Figure 1. The clock network.
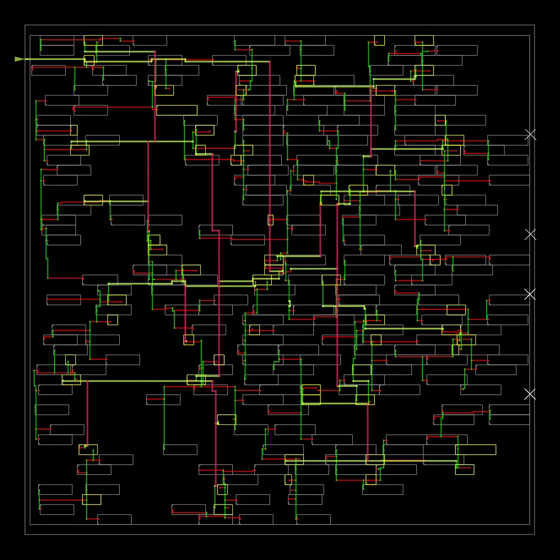
Figure 2. Ports around the boundary.
Drawn at 3 px/um. Pins as bars across the die edge, other pins in grey.
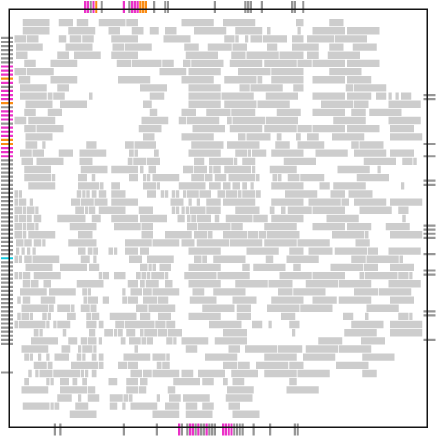
Figure 3. Selected gate families.
Drawn at 3 px/um.
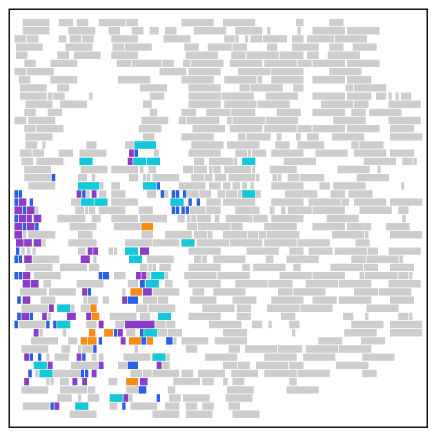
Figure 4. M4 wires.
Drawn at 3 px/um.
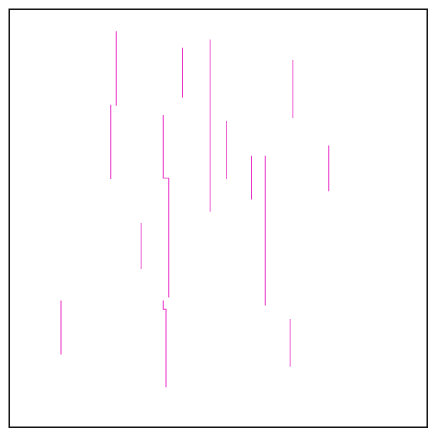
Figure 5. Routed metal, one colour a layer.
Drawn at 2 px/um. Two of the layers only.
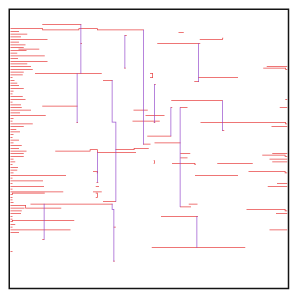
[src/rtl/sa_pkg.sv]
// ---------------------------------------------------------------------------
// sa_pkg
// Shared definitions for the systolic-array controller:
//   - sa_state_e    : controller FSM states
//   - SA_DATA_WIDTH : default element width of weights, inputs and results
//   - W*_IDX        : element positions of each weight inside the packed
//                     w_data word {w11,w10,w01,w00}, w00 in the LSBs
// ---------------------------------------------------------------------------
package sa_pkg;

    localparam int SA_DATA_WIDTH = 8;

    localparam int W00_IDX = 0;
    localparam int W01_IDX = 1;
    localparam int W10_IDX = 2;
    localparam int W11_IDX = 3;

    typedef enum logic [1:0] {
        IDLE   = 2'd0,
        LOAD   = 2'd1,
        STREAM = 2'd2,
        DRAIN  = 2'd3
    } sa_state_e;

endpackage

[src/rtl/sa_result_fifo.sv]
// ---------------------------------------------------------------------------
// sa_result_fifo
// Synchronous first-word-fall-through FIFO that holds {y1,y0} result pairs.
// The head entry is visible on pop_data whenever the FIFO is non-empty; it
// reads as zero while empty.
// Ports:
//   clk, reset          : clock, asynchronous active-high reset
//   push, push_data     : write request and data (ignored when full)
//   pop                 : remove head entry (ignored when empty)
//   pop_data            : head entry
//   full, empty, count  : occupancy status
// ---------------------------------------------------------------------------
module sa_result_fifo #(
    parameter int WIDTH = 16,
    parameter int DEPTH = 8
) (
    input  logic                         clk,
    input  logic                         reset,
    input  logic                         push,
    input  logic [WIDTH-1:0]             push_data,
    input  logic                         pop,
    output logic [WIDTH-1:0]             pop_data,
    output logic                         full,
    output logic                         empty,
    output logic [$clog2(DEPTH+1)-1:0]   count
);

    localparam int AW = (DEPTH > 1) ? $clog2(DEPTH) : 1;
    localparam int CW = $clog2(DEPTH + 1);

    logic [WIDTH-1:0] mem_q [DEPTH];
    logic [AW-1:0]    wr_ptr_q;
    logic [AW-1:0]    rd_ptr_q;
    logic [CW-1:0]    count_q;
    logic             do_push;
    logic             do_pop;

    function automatic logic [AW-1:0] ptr_inc(input logic [AW-1:0] p);
        return (p == AW'(DEPTH - 1)) ? '0 : p + AW'(1);
    endfunction

    assign full     = (count_q == CW'(DEPTH));
    assign empty    = (count_q == '0);
    assign count    = count_q;
    assign do_push  = push && !full;
    assign do_pop   = pop && !empty;
    assign pop_data = empty ? '0 : mem_q[rd_ptr_q];

    // NOTE: the storage array has no reset; only pointers and count do.
    // Stale entries are unreachable because pop_data is gated by empty.
    always_ff @(posedge clk) begin
        if (do_push) begin
            mem_q[wr_ptr_q] <= push_data;
        end
    end

    always_ff @(posedge clk or posedge reset) begin
        if (reset) begin
            wr_ptr_q <= '0;
            rd_ptr_q <= '0;
            count_q  <= '0;
        end else begin
            if (do_push) wr_ptr_q <= ptr_inc(wr_ptr_q);
            if (do_pop)  rd_ptr_q <= ptr_inc(rd_ptr_q);
            if (do_push && !do_pop)      count_q <= count_q + CW'(1);
            else if (do_pop && !do_push) count_q <= count_q - CW'(1);
        end
    end

endmodule

[src/rtl/systolic_ctrl.sv]
// ---------------------------------------------------------------------------
// systolic_ctrl
// Controller for a 2x2 weight-stationary systolic array. Loads a weight set,
// streams batch_len input vectors into the array with x1 skewed one cycle
// behind x0, captures the matching y0/y1 outputs, and queues the pairs in a
// credit-protected result FIFO.
// Ports:
//   clk, reset                   : clock, asynchronous active-high reset
//   w_valid/w_ready/w_data       : weight handshake, {w11,w10,w01,w00}
//   batch_len                    : vectors per batch, sampled at weight accept
//   in_valid/in_ready/in_x0/in_x1: input vector handshake
//   arr_*                        : array-side weights, inputs, results, control
//   out_valid/out_ready/out_y*   : result handshake (issue order)
//   done                         : one-cycle pulse at the end of each batch
//   perf_cycles/perf_stalls      : only with SYSTOLIC_CTRL_PERF_EN defined
// ---------------------------------------------------------------------------
module systolic_ctrl
    import sa_pkg::*;
#(
    parameter int DATA_WIDTH = SA_DATA_WIDTH,
    parameter int ARRAY_LAT  = 3,
    parameter int FIFO_DEPTH = 8
) (
    input  logic                    clk,
    input  logic                    reset,
    input  logic                    w_valid,
    output logic                    w_ready,
    input  logic [4*DATA_WIDTH-1:0] w_data,
    input  logic [7:0]              batch_len,
    input  logic                    in_valid,
    output logic                    in_ready,
    input  logic [DATA_WIDTH-1:0]   in_x0,
    input  logic [DATA_WIDTH-1:0]   in_x1,
    output logic                    arr_load_weights,
    output logic                    arr_start,
    output logic [DATA_WIDTH-1:0]   arr_w00,
    output logic [DATA_WIDTH-1:0]   arr_w01,
    output logic [DATA_WIDTH-1:0]   arr_w10,
    output logic [DATA_WIDTH-1:0]   arr_w11,
    output logic [DATA_WIDTH-1:0]   arr_x0,
    output logic [DATA_WIDTH-1:0]   arr_x1,
    input  logic [DATA_WIDTH-1:0]   arr_y0,
    input  logic [DATA_WIDTH-1:0]   arr_y1,
    output logic                    out_valid,
    input  logic                    out_ready,
    output logic [DATA_WIDTH-1:0]   out_y0,
    output logic [DATA_WIDTH-1:0]   out_y1,
    output logic                    done
`ifdef SYSTOLIC_CTRL_PERF_EN
    ,
    output logic [31:0]             perf_cycles,
    output logic [31:0]             perf_stalls
`endif
);

    localparam int CW = $clog2(FIFO_DEPTH + 1);

    sa_state_e                 state_q;
    logic [4*DATA_WIDTH-1:0]   w_q;
    logic [7:0]                batch_len_q;
    logic [7:0]                issued_q;
    logic [7:0]                issued_d;
    logic                      w_ready_q;
    logic                      load_q;
    logic                      start_q;
    logic                      done_q;

    logic [CW-1:0]             credits_q;
    logic [CW-1:0]             credits_d;
    logic [ARRAY_LAT:0]        vld_q;      // bit k set: a vector issued k+1 cycles ago
    logic [DATA_WIDTH-1:0]     x1_q;
    logic [DATA_WIDTH-1:0]     y0_hold_q;

    logic                      issue;
    logic                      pop;
    logic                      drained;
    logic                      fifo_push;
    logic                      fifo_full;
    logic                      fifo_empty;
    logic [CW-1:0]             fifo_count;
    logic [2*DATA_WIDTH-1:0]   fifo_head;

    assign in_ready = (state_q == STREAM) && (credits_q != '0) && (issued_q < batch_len_q);
    assign issue    = in_valid && in_ready;
    assign issued_d = issued_q + {7'd0, issue};
    assign pop      = out_valid && out_ready;
    assign drained  = (vld_q == '0) && (fifo_count == '0);

    // ---------------- controller FSM ----------------
    always_ff @(posedge clk or posedge reset) begin
        if (reset) begin
            state_q     <= IDLE;
            w_q         <= '0;
            batch_len_q <= '0;
            issued_q    <= '0;
            w_ready_q   <= 1'b1;
            load_q      <= 1'b0;
            start_q     <= 1'b0;
            done_q      <= 1'b0;
        end else begin
            // NOTE: sequential state uses <= so every register samples the
            // pre-edge values; blocking = here would chain updates in order.
            load_q <= 1'b0;
            done_q <= 1'b0;
            case (state_q)
                IDLE: begin
                    if (w_valid) begin
                        w_q         <= w_data;
                        batch_len_q <= batch_len;
                        issued_q    <= '0;
                        w_ready_q   <= 1'b0;
                        load_q      <= 1'b1;
                        state_q     <= LOAD;
                    end
                end
                LOAD: begin
                    start_q <= 1'b1;
                    state_q <= STREAM;
                end
                STREAM: begin
                    issued_q <= issued_d;
                    // Leave on the cycle of the last issue (or at once for an
                    // empty batch) so no idle STREAM cycle is spent.
                    if (issued_d == batch_len_q) state_q <= DRAIN;
                end
                DRAIN: begin
                    if (drained) begin
                        start_q   <= 1'b0;
                        done_q    <= 1'b1;
                        w_ready_q <= 1'b1;
                        state_q   <= IDLE;
                    end
                end
                default: state_q <= IDLE;
            endcase
        end
    end

    // ---------------- credits, skew and capture ----------------
    always_comb begin
        // NOTE: default assignment first keeps this combinational (no latch).
        credits_d = credits_q;
        if (issue && !pop)      credits_d = credits_q - CW'(1);
        else if (pop && !issue) credits_d = credits_q + CW'(1);
    end

    always_ff @(posedge clk or posedge reset) begin
        if (reset) begin
            credits_q <= CW'(FIFO_DEPTH);
            vld_q     <= '0;
            x1_q      <= '0;
            y0_hold_q <= '0;
        end else begin
            credits_q <= credits_d;
            vld_q     <= {vld_q[ARRAY_LAT-1:0], issue};
            x1_q      <= issue ? in_x1 : '0;
            // y0 of a vector arrives one cycle ahead of its y1; hold it so the
            // pair is written together when y1 is sampled.
            if (vld_q[ARRAY_LAT-1]) y0_hold_q <= arr_y0;
        end
    end

    // Credits already bound occupancy; the full guard is purely defensive.
    assign fifo_push = vld_q[ARRAY_LAT] && !fifo_full;

    sa_result_fifo #(
        .WIDTH (2*DATA_WIDTH),
        .DEPTH (FIFO_DEPTH)
    ) u_fifo (
        .clk       (clk),
        .reset     (reset),
        .push      (fifo_push),
        .push_data ({arr_y1, y0_hold_q}),
        .pop       (pop),
        .pop_data  (fifo_head),
        .full      (fifo_full),
        .empty     (fifo_empty),
        .count     (fifo_count)
    );

    assign w_ready          = w_ready_q;
    assign arr_load_weights = load_q;
    assign arr_start        = start_q;
    assign done             = done_q;
    assign arr_w00          = w_q[W00_IDX*DATA_WIDTH +: DATA_WIDTH];
    assign arr_w01          = w_q[W01_IDX*DATA_WIDTH +: DATA_WIDTH];
    assign arr_w10          = w_q[W10_IDX*DATA_WIDTH +: DATA_WIDTH];
    assign arr_w11          = w_q[W11_IDX*DATA_WIDTH +: DATA_WIDTH];
    assign arr_x0           = issue ? in_x0 : '0;
    assign arr_x1           = x1_q;
    assign out_valid        = !fifo_empty;
    assign out_y0           = fifo_head[DATA_WIDTH-1:0];
    assign out_y1           = fifo_head[2*DATA_WIDTH-1:DATA_WIDTH];

`ifdef SYSTOLIC_CTRL_PERF_EN
    logic [31:0] perf_cycles_q;
    logic [31:0] perf_stalls_q;

    always_ff @(posedge clk or posedge reset) begin
        if (reset) begin
            perf_cycles_q <= '0;
            perf_stalls_q <= '0;
        end else if (state_q == IDLE && w_valid) begin
            perf_cycles_q <= '0;
            perf_stalls_q <= '0;
        end else begin
            if (state_q != IDLE) perf_cycles_q <= perf_cycles_q + 32'd1;
            if (state_q == STREAM && in_valid && !in_ready) perf_stalls_q <= perf_stalls_q + 32'd1;
        end
    end

    assign perf_cycles = perf_cycles_q;
    assign perf_stalls = perf_stalls_q;
`endif

endmodule

[config.mk]
export PLATFORM = sky130hd
export DESIGN_NAME = systolic_ctrl
export DESIGN_NICKNAME = d
export VERILOG_FILES = /design/src/rtl/sa_pkg.sv /design/src/rtl/sa_result_fifo.sv /design/src/rtl/systolic_ctrl.sv
export SDC_FILE = /design/constraint.sdc
export NUM_CORES = 1
export LEC_CHECK = 0
export CAP_MARGIN = 15
export CORE_UTILIZATION = 49
export CTS_BUF_LIST = sky130_fd_sc_hd__clkbuf_2 sky130_fd_sc_hd__clkbuf_4 sky130_fd_sc_hd__clkbuf_8
export DETAILED_ROUTE_END_ITERATION = 8
export DONT_BUFFER_PORTS = 1
export GPL_TIMING_DRIVEN = 0
export PLACE_DENSITY = 0.62
export SLEW_MARGIN = 30
export SYNTH_ARGS = -nofsm -noshare
export SYNTH_HDL_FRONTEND = slang
export SYNTH_SLANG_ARGS = --single-unit
[constraint.sdc]
create_clock -name clk -period 9.8 [get_ports clk]
set_clock_uncertainty 0.05 [all_clocks]
set_input_delay 0.98 -clock clk [delete_from_list [all_inputs] [get_ports clk]]
set_output_delay 0.98 -clock clk [all_outputs]
set_load 0.01 [all_outputs]
==> notes.md <==
run metrics: status=finished, violations left, failing checks=DRC, Slew headroom=41.5%, met3 GRT Util=5.52%, Placed Cells=826, initial DRC count=269, AND/OR/NAND/NOR Cells, Area Fraction=5.79%, FF-to-FF End=state_q[1]$_DFFE_PP0P_, Buffers, non-clock=47, Seq/total area=57.7%, post-cts sizing count=0, initial antenna violation count=0, number of global-route vias before repair=approximately 5,400, logic area=slightly below 3000 um2, worst-path fanout max=10, P_seq=1220 uW, Clock transition at path regs=about 0.06 ns, Fillers=roughly 1,400, most flop-heavy register=u_fifo.mem_q, Critical Path Sink=state_q[1]$_DFFE_PP0P_, Logic pwr share=between 20% and 30%, MUX area fraction=between 10% and 20%, Top power group=sequential cells, Worst path slowest cell=a211oi_1, FF+latch area=slightly above 6000 um2, Layout clock area frac=around 7.6%, Combinational Gates=314, TritonCTS Sinks=216, HPWL after DPL=approximately 13 mm, Pleak=0.00420 uW, htree depth=2, largest net degree at the start of global routing=65, Tmin final=4.64 ns, clock share of power=between 20 and 30%, total negative setup slack=0 ns, number of remaining DRC errors=12, met1 GRT Util=24.4%, cell count after synthesis=577, ys flop type=edfxtp_1, first-pass GRT wire length=29.0 mm, Comb/total area=28.2%, Vias/cell=between 5 and 6
## Picture notes: Figure 1
clock network power: 853 uW
Num CTS Buffers: 36
flop count: 216
# clk buffers: 57
Latency at later pin: 0.53 ns

## Picture notes: Figure 2
arr_w11: shown in orange, pins 8, direction output, edge 4 top, 4 left. out_valid: shown in cyan, pins 1, direction output, edge left. w_data: shown in magenta, pins 32, direction input, edge 16 left, 9 bottom, 7 top.
All pins by edge: 77 left, 29 bottom, 25 top, 16 right.

## Picture notes: Figure 3
and/or cells: shown in orange, cells 11, where lower left. nand cells: shown in blue, cells 55. aoi and oai cells: shown in purple, cells 52. fa/ha/maj cells: shown in cyan, cells 25.

## Picture notes: Figure 4
The layer carries 380 um of wire. The layer holds 2.1% of the routed length. The wires run mostly vertical.

## Picture notes: Figure 5
M3: shown in red, wire length 1,250 um. M4: shown in purple, wire length 380 um.

Power figures rest on the tool's default switching activity, not on a simulated workload.
